**config.mk**
```make
export PLATFORM = sky130hd
export DESIGN_NAME = mem_stage_ctrl
export DESIGN_NICKNAME = d
export VERILOG_FILES = /design/src/rtl/mem_stage_ctrl.sv
export SDC_FILE = /design/constraint.sdc
export NUM_CORES = 1
export LEC_CHECK = 0
export ABC_AREA = 0
export CORE_AREA = 10 10 125 127
export DETAILED_ROUTE_END_ITERATION = 6
export DIE_AREA = 0 0 135 137
export GPL_TIMING_DRIVEN = 0
export PLACE_DENSITY = 0.74
export SLEW_MARGIN = 40
export SYNTH_ARGS = -nofsm -noshare
export SYNTH_HDL_FRONTEND = slang
export SYNTH_SLANG_ARGS = --single-unit
```
**constraint.sdc**
```tcl
create_clock -name clk -period 3.7 [get_ports clk]
set_input_delay 0.74 -clock clk [delete_from_list [all_inputs] [get_ports clk]]
set_output_delay 0.74 -clock clk [all_outputs]
set_load 0.02 [all_outputs]
```
**src/rtl/mem_stage_ctrl.sv**
```systemverilog
// Memory-stage access sequencer: drives one EX/M load or store onto the shared
// data-memory port over req/gnt/rvalid, stalls the pipeline until done, latches load data.
module mem_stage_ctrl #(
  parameter int DATA_W  = 32,
  parameter int TIMEOUT = 255,
  parameter int TO_W    = 8
) (
  input  logic              clk,
  input  logic              rst_n,
  input  logic              Mem_Read_M,
  input  logic              Mem_Write_M,
  input  logic [DATA_W-1:0] ALU_result_M,
  input  logic [DATA_W-1:0] Write_Data_M,
  input  logic              bus_gnt,
  input  logic              bus_rvalid,
  input  logic [DATA_W-1:0] bus_rdata,
  output logic              bus_req,
  output logic              bus_we,
  output logic [DATA_W-1:0] bus_addr,
  output logic [DATA_W-1:0] bus_wdata,
  output logic              stall_M,
  output logic [DATA_W-1:0] Read_Data_M,
  output logic              mem_err,
  output logic [1:0]        dbg_state_o
);

  // Handshake: bus_req stays high with fields held until the cycle bus_gnt is
  // sampled high; load data is taken only in the cycle bus_rvalid is high in WAIT_R.
  typedef enum logic [1:0] {
    S_IDLE   = 2'd0,
    S_REQ    = 2'd1,
    S_WAIT_R = 2'd2,
    S_DONE   = 2'd3
  } state_e;

  state_e              state_q;
  logic                bus_req_q;
  logic                bus_we_q;
  logic [DATA_W-1:0]   bus_addr_q;
  logic [DATA_W-1:0]   bus_wdata_q;
  logic [DATA_W-1:0]   rdata_q;
  logic                mem_err_q;
  logic [TO_W-1:0]     cnt_q;

  logic                op;
  logic                misaligned;
  logic                timeout_hit;

  assign op          = Mem_Read_M | Mem_Write_M;
  assign misaligned  = (ALU_result_M[1:0] != 2'b00);
  // The cycle that would take the counter to TIMEOUT is the last one allowed.
  assign timeout_hit = (cnt_q >= TO_W'(TIMEOUT - 1));

  always_ff @(posedge clk or negedge rst_n) begin
    if (!rst_n) begin
      state_q     <= S_IDLE;
      bus_req_q   <= 1'b0;
      bus_we_q    <= 1'b0;
      bus_addr_q  <= '0;
      bus_wdata_q <= '0;
      rdata_q     <= '0;
      mem_err_q   <= 1'b0;
      cnt_q       <= '0;
    end else begin
      case (state_q)
        S_IDLE: begin
          if (op) begin
            if (misaligned) begin
              mem_err_q <= 1'b1;
              state_q   <= S_DONE;
            end else begin
              bus_addr_q  <= {ALU_result_M[DATA_W-1:2], 2'b00};
              bus_wdata_q <= Write_Data_M;
              bus_we_q    <= Mem_Write_M;
              bus_req_q   <= 1'b1;
              cnt_q       <= '0;
              state_q     <= S_REQ;
              if (Mem_Read_M && Mem_Write_M) mem_err_q <= 1'b1;
            end
          end
        end
        S_REQ: begin
          cnt_q <= cnt_q + 1'b1;
          if (bus_gnt) begin
            bus_req_q <= 1'b0;
            state_q   <= bus_we_q ? S_DONE : S_WAIT_R;
          end else if (timeout_hit) begin
            bus_req_q <= 1'b0;
            mem_err_q <= 1'b1;
            if (!bus_we_q) rdata_q <= DATA_W'(32'hDEAD_BEEF);
            state_q   <= S_DONE;
          end
        end
        S_WAIT_R: begin
          cnt_q <= cnt_q + 1'b1;
          if (bus_rvalid) begin
            rdata_q <= bus_rdata;
            state_q <= S_DONE;
          end else if (timeout_hit) begin
            mem_err_q <= 1'b1;
            rdata_q   <= DATA_W'(32'hDEAD_BEEF);
            state_q   <= S_DONE;
          end
        end
        default: begin
          state_q <= S_IDLE;
        end
      endcase
    end
  end

  assign stall_M     = rst_n & op & (state_q != S_DONE);
  assign bus_req     = bus_req_q;
  assign bus_we      = bus_we_q;
  assign bus_addr    = bus_addr_q;
  assign bus_wdata   = bus_wdata_q;
  assign Read_Data_M = rdata_q;
  assign mem_err     = mem_err_q;
  assign dbg_state_o = state_q;

endmodule

```
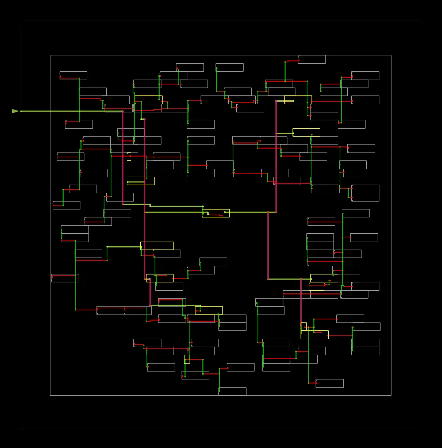
**Above:** run 1 (clock wiring as the flow saved it).
worst clock skew on the final layout: 0.00983 ns
clock buffer count from CTS: 9
clock latency on the worst-skew pair: 0.35 ns
clock sink count: 107
layout clock buffer count: 11

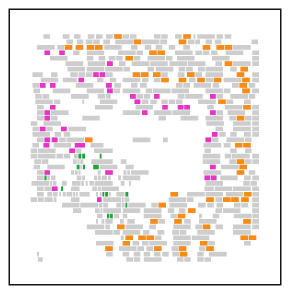
**Above:** run 1 (selected gate families).
Drawn at 2 px/um.
| color | family | cells | most used |
|---|---|---|---|
| green | nand cells | 14 | nand2_1 |
| magenta | non-inverting ao/oa cells | 38 | o22a_1 |
| orange | mux cells | 63 | mux2_1 |

==> reports/summary.txt, run 1 <==
Number of cells upsized or downsized after cts = 0
Initial antenna violation count = 0
First-pass GRT wire length = 20.1 mm
Internal Pwr Total = 3.77 mW
Biggest cell delay along the critical path = 0.64 ns
Maximum number of buffers from clock root to sink = 2
Adder Share, Synth = 1.70%
Plain + repair buffers = 217
Share of synthesized registers carrying an async set or reset = 100%
Number of vias in the routed layout = 3352
Portion of the layout cell area used by non-clock buffers = 31.2%
Minimum clock period after layout = 3.03 ns
Worst Setup End Kind = output pin
Logic area = 1580 um^2
Startpoint class of the critical path = flop
Post-CTS Setup Bufs = 0
Placeable core area = 13100 um^2
Cell area after synthesis = 4420 um^2
Most instantiated logic cells after routing = clkdlybuf4s50_1, dfrtp_1, mux2_1
Top area cell types = dfrtp_1, mux2_1, o22a_1, buf_6, a22o_1
Setup repair after global routing missed its margin = false
Sequential share of power = 34.0%
Number of max-cap violations = 0
Area leader, netlist = dfrtp_1
Post-Synthesis Mean Instance Area = 14.5 um^2
Kind of critical path = flop to output pin
Antenna-violating nets left = 0
Synthesized-area fraction occupied by ao, oa, aoi and oai cells = 13.9%
Root buf cell = clkbuf_16
Fp_density = 33.8%
PnR worst setup slack = 0.666 ns
Horizontal extent of the die = 135 um
Most common cell after layout, fill and taps aside = clkdlybuf4s50_1
Slew Viols, Final = 0
Worst reg-to-reg path cell count = 7
Post-route DRC = 0
Vertical die dimension = 137 um
Routed via count divided by cell count = 4.80
Area overhead of the layout relative to synthesis = 57.6%
Max Fclk = 330 MHz
Clock edge transition at the registers on the reported setup and hold paths = 0.07 ns
Seq/Total Area, Yosys = 60.6%
Sum of internal, switching and leakage power = 5.95 mW
Number of gates on the worst path with buffers counted = 4
Fraction of the core area covered by cells at the end of the flow = 53.2%
Port Buf Inserts = 201
Post-Place Worst Slack = 0.758 ns
Simple-gate area share of the yosys netlist = 4.02%
Cells after DPL = 684
Total detailed-routing wirelength = 13.3 mm
Cell Chain, Critical Path = ha_1 -> clkbuf_1 -> nor3b_1 -> clkdlybuf4s50_1
Clock buf/inv share = 4.06%
Warning total across the stage logs = 30
Maximum fanout encountered on the critical timing path = 10
Dominant class by area = flip-flops and latches
Number of buffers and inverters on the critical path = 2
Period utilisation layout = 82.0%
Drt initial violations = 158
Switching power share of the total = 36.7%
LEAKAGE = 2.91 nW
Sequential Area = 2680 um^2
Fraction of layout instances using a drive strength above 1 = 7.28%
Distinct cells, synth = 42
Most frequently used cell type in the post-synthesis netlist = dfrtp_1
Kind of path behind the tightest hold check = input pin to async pin
GR Util All Layers = 13.9%
Comb area share = 22.8%
Data arrival time of the critical path = 2.29 ns
Critical Path Source = dbg_state_o[0]
Synth top cells by count = dfrtp_1, mux2_1, o22a_1, o31ai_1, a22o_1
Setup slack of the most critical reg-to-reg path = 1.50 ns
Worst path top cell family by delay = buffers and inverters
Post-synth EDFFs = 0
XORs/XNORs by Area = 0%
Average detailed-routed wire length per instance = 19.0 um
Overall chip area = 18500 um^2
Leftover overflow at the end of global routing = 0
Flop+latch power = 2.02 mW
Smallest hold slack = 0.332 ns
CTS tree = done
Mapped Cells = 305
Dominant cell area share = 60.6%
Chip Area, Yosys = 4420 um^2
Switching power total = 2.19 mW
Combinational cell fraction of total power = 50.3%
Number of standard cells reported by yosys = 305
Final-report setup violation count = 0
Fillers = 1085
Nonclk inv count = 6
Pin count of the biggest net entering global routing = 65
Multiplexer fraction of the synthesized cell area = 16.1%
Hold bufs inserted after CTS = 0
Yosys Warn Count = 0
Placer congestion estimate = 0.785
Worst setup endpoint = stall_M
Top logic family = multiplexers
Multi-Input Combinational = 178
Run status = finished, final reports clean
Count of state elements after synthesis = 107
Critical register-to-register path endpoint = bus_wdata[4]
Power density cells = 855 nW/um^2
Worst endpoint required time = 2.96 ns
Worst ir drop on vdd = 0.431 mV
Power attributed to the clock group = 0.937 mW
Critical-path cell with the highest stage delay = clkdlybuf4s50_1
Number of search-and-repair iterations in the first detailed-routing pass = 4
Largest Pwr Group = combinational cells
Power in combinational cells = 2.99 mW
Final std cells w/o fill = 698
HPWL reported at the end of detailed placement = 10.6 mm
Number of diodes = 0
Total number of sequential cells = 107
Final hold violation count = 0
Slew @ Worst Pin = 0.651 ns
Ports = 204
R2R Path Start = dbg_state_o[1]
Number of H-tree levels = 3
Slew margin rel. = 56.5%
Tap cells = 176
Post-synth top flop = dfrtp_1
Layout Nets = 627
Number of global-route vias before repair = 3642
FP Rows = 42
Clock network fraction of design power = 15.7%
Fraction of standard cell area that is sequential = 38.5%
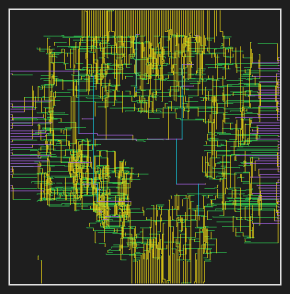
**Above:** run 1 (metal layers overlaid).
Drawn at 2 px/um.
| color | layer | wire length |
|---|---|---|
| purple | metal 3 | 907 um |
| green | metal 1 | 5230 um |
| cyan | metal 4 | 198 um |
| yellow | metal 2 | 6920 um |

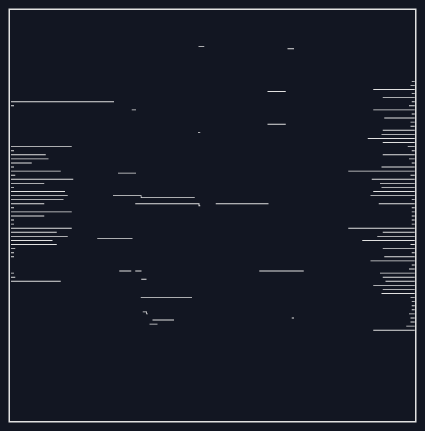
**Above:** run 1 (the metal 3 layer).
Drawn at 3 px/um.
wire length on this layer: 907 um
share of all routed wire: 6.8%
longest straight run: 34.0 um
main direction: horizontal

==> run 1: through the flow <==
| step | TNS (ns) | cell area [um^2] |
|---|---|---|
| after floorplan | 0 | 4420 |
| after global placement | -231.81 | 6650 |
| after detailed placement | 0 | 6680 |
| after CTS | 0 | 6960 |
| after global routing | 0 | 6960 |
| final | 0 | 6960 |
==> run 1: per-layer routing <==
layer  part of all wire, %  track usage, %
met5                     0               0
met4                   1.5            4.96
met1                    39            15.4
met3                   6.8            4.29
met2                    52            24.6
==> run 1: sequential cells by signal (all words and copies together), names as in the netlist <==
signal / count
bus_we: 1
bus_wdata: 32
Read_Data_M: 32
dbg_state_o: 2
bus_addr: 30
bus_req: 1
cnt_q: 8
mem_err: 1
**Run 1: clock wires, drivers and flops**

Drawn at 3 px/um.
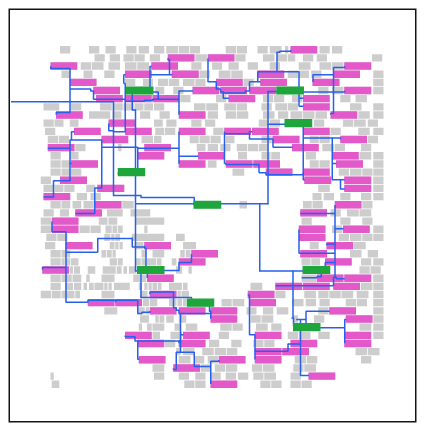

==> inputs of run 2 (changes only) <==
--- a/config.mk
+++ b/config.mk
@@ -10,7 +10,7 @@
 export DETAILED_ROUTE_END_ITERATION = 6
 export DIE_AREA = 0 0 135 137
 export GPL_TIMING_DRIVEN = 0
-export PLACE_DENSITY = 0.74
+export PLACE_DENSITY = 0.76
 export SLEW_MARGIN = 40
 export SYNTH_ARGS = -nofsm -noshare
 export SYNTH_HDL_FRONTEND = slang
==> constraint.sdc (replaced) <==
create_clock -name clk -period 2.63 [get_ports clk]
set_input_delay 0.526 -clock clk [delete_from_list [all_inputs] [get_ports clk]]
set_output_delay 0.526 -clock clk [all_outputs]
set_load 0.02 [all_outputs]
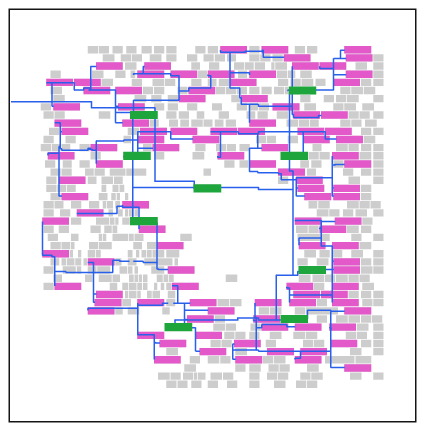
**Above:** run 2 (clock wires, drivers and flops).
Drawn at 3 px/um.
[blue] clock wires | length: 1260 um
[green] clock drivers | count: 9
[magenta] flip-flops | count: 107
flops lie: all over the die

==> run 2 against run 1 <==
First-iteration DRC count is 22% higher. Utilization is 0.33 points higher. Clock power is 52% higher. Synthesized area stayed put. Sequential share of layout area is 0.24 points lower. Flip-flop count stayed put. Sequential power is 42% higher. Cell count is 0.29% higher. Power is 42% higher. Synthesized cell count stayed put. Hold slack worse by 0.25 ns. Setup slack worse by 0.47 ns. Largest cell class unchanged. Highest routed layer unchanged.
==> reports/summary.txt, run 2 <==
Run status = finished, final reports clean
Most frequently used cell type in the post-synthesis netlist = dfrtp_1
Cell area after synthesis = 4420 um^2
Number of cells upsized or downsized after cts = 1
Sequential share of power = 33.7%
Startpoint class of the critical path = flop
Switching power share of the total = 36.4%
Logic area = 1580 um^2
Switching power total = 3.08 mW
Pin count of the biggest net entering global routing = 60
Routed via count divided by cell count = 4.82
Comb area share = 22.6%
Placeable core area = 13100 um^2
Initial antenna violation count = 0
Placer congestion estimate = 0.774
Antenna-violating nets left = 0
Number of max-cap violations = 0
Number of diodes = 0
Vertical die dimension = 137 um
Layout clock buffer count = 10
Adder Share, Synth = 1.70%
Post-route DRC = 0
Clock buf/inv share = 4.56%
Layout Nets = 627
Clock edge transition at the registers on the reported setup and hold paths = 0.07 ns
Final-report setup violation count = 0
GR Util All Layers = 14.0%
Maximum fanout encountered on the critical timing path = 10
Mapped Cells = 305
CTS tree = done
Area leader, netlist = dfrtp_1
XORs/XNORs by Area = 0%
Slew Viols, Final = 0
Max Fclk = 411 MHz
Number of standard cells reported by yosys = 305
Post-Place Worst Slack = 0.103 ns
Port Buf Inserts = 201
Largest Pwr Group = combinational cells
Final hold violation count = 0
LEAKAGE = 2.93 nW
Slew margin rel. = 58.2%
Cells after DPL = 684
Count of state elements after synthesis = 107
Internal Pwr Total = 5.39 mW
Number of search-and-repair iterations in the first detailed-routing pass = 4
Fillers = 1067
Total number of sequential cells = 107
Flop+latch power = 2.86 mW
Average detailed-routed wire length per instance = 18.7 um
Portion of the layout cell area used by non-clock buffers = 31.1%
Chip Area, Yosys = 4420 um^2
Dominant class by area = flip-flops and latches
Worst endpoint required time = 2.10 ns
Fraction of the core area covered by cells at the end of the flow = 53.5%
Sequential Area = 2680 um^2
Clock latency on the worst-skew pair = 0.34 ns
Total detailed-routing wirelength = 13.1 mm
Worst ir drop on vdd = 0.522 mV
GR Util met3 = 4.80%
Multiplexer fraction of the synthesized cell area = 16.1%
Drt initial violations = 193
Power in combinational cells = 4.18 mW
Smallest hold slack = 0.0805 ns
Slew @ Worst Pin = 0.625 ns
HPWL reported at the end of detailed placement = 10.4 mm
Top area cell types = dfrtp_1, mux2_1, o22a_1, buf_6, a22o_1
Top logic family = multiplexers
Data arrival time of the critical path = 1.91 ns
Horizontal extent of the die = 135 um
Synthesized-area fraction occupied by ao, oa, aoi and oai cells = 13.9%
Fraction of layout instances using a drive strength above 1 = 7.82%
Final std cells w/o fill = 700
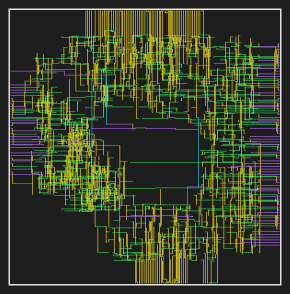
**Above:** run 2 (metal layers overlaid).
Drawn at 2 px/um.
| color | layer | wire length |
|---|---|---|
| yellow | metal 2 | 6630 um |
| purple | metal 3 | 1060 um |
| green | metal 1 | 5230 um |
| cyan | metal 4 | 182 um |

==> run 2: final timing paths <==
path,from,to,slack [ns],cells past startpoint
hold reg to reg,bus_addr[19],bus_addr[19],0.48,1
hold / removal,rst_n,bus_addr[26],0.08,1
max in group asynchronous,rst_n,Read_Data_M[1],1.94,2
setup reg to reg,dbg_state_o[1],bus_wdata[7],0.40,7
min in group clk,bus_addr[19],bus_addr[19],0.48,1
setup / recovery,dbg_state_o[0],stall_M,0.20,4
==> run 2: critical path: stages, from the launching register on <==
cell	delay (ns)
dfrtp_1	0.44
ha_1	0.31
clkbuf_2	0.24
nor3b_1	0.22
dlygate4sd2_1	0.36
==> run 2: layer usage <==
layer	vias up	wire [um]	share of wire [%]
met5	-	0	0
met4	0	181	1.4
met3	15	1060	8.1
met2	133	6630	51
met1	1662	5230	40
li1	1564	-	-
Power and IR drop assume default switching activity.
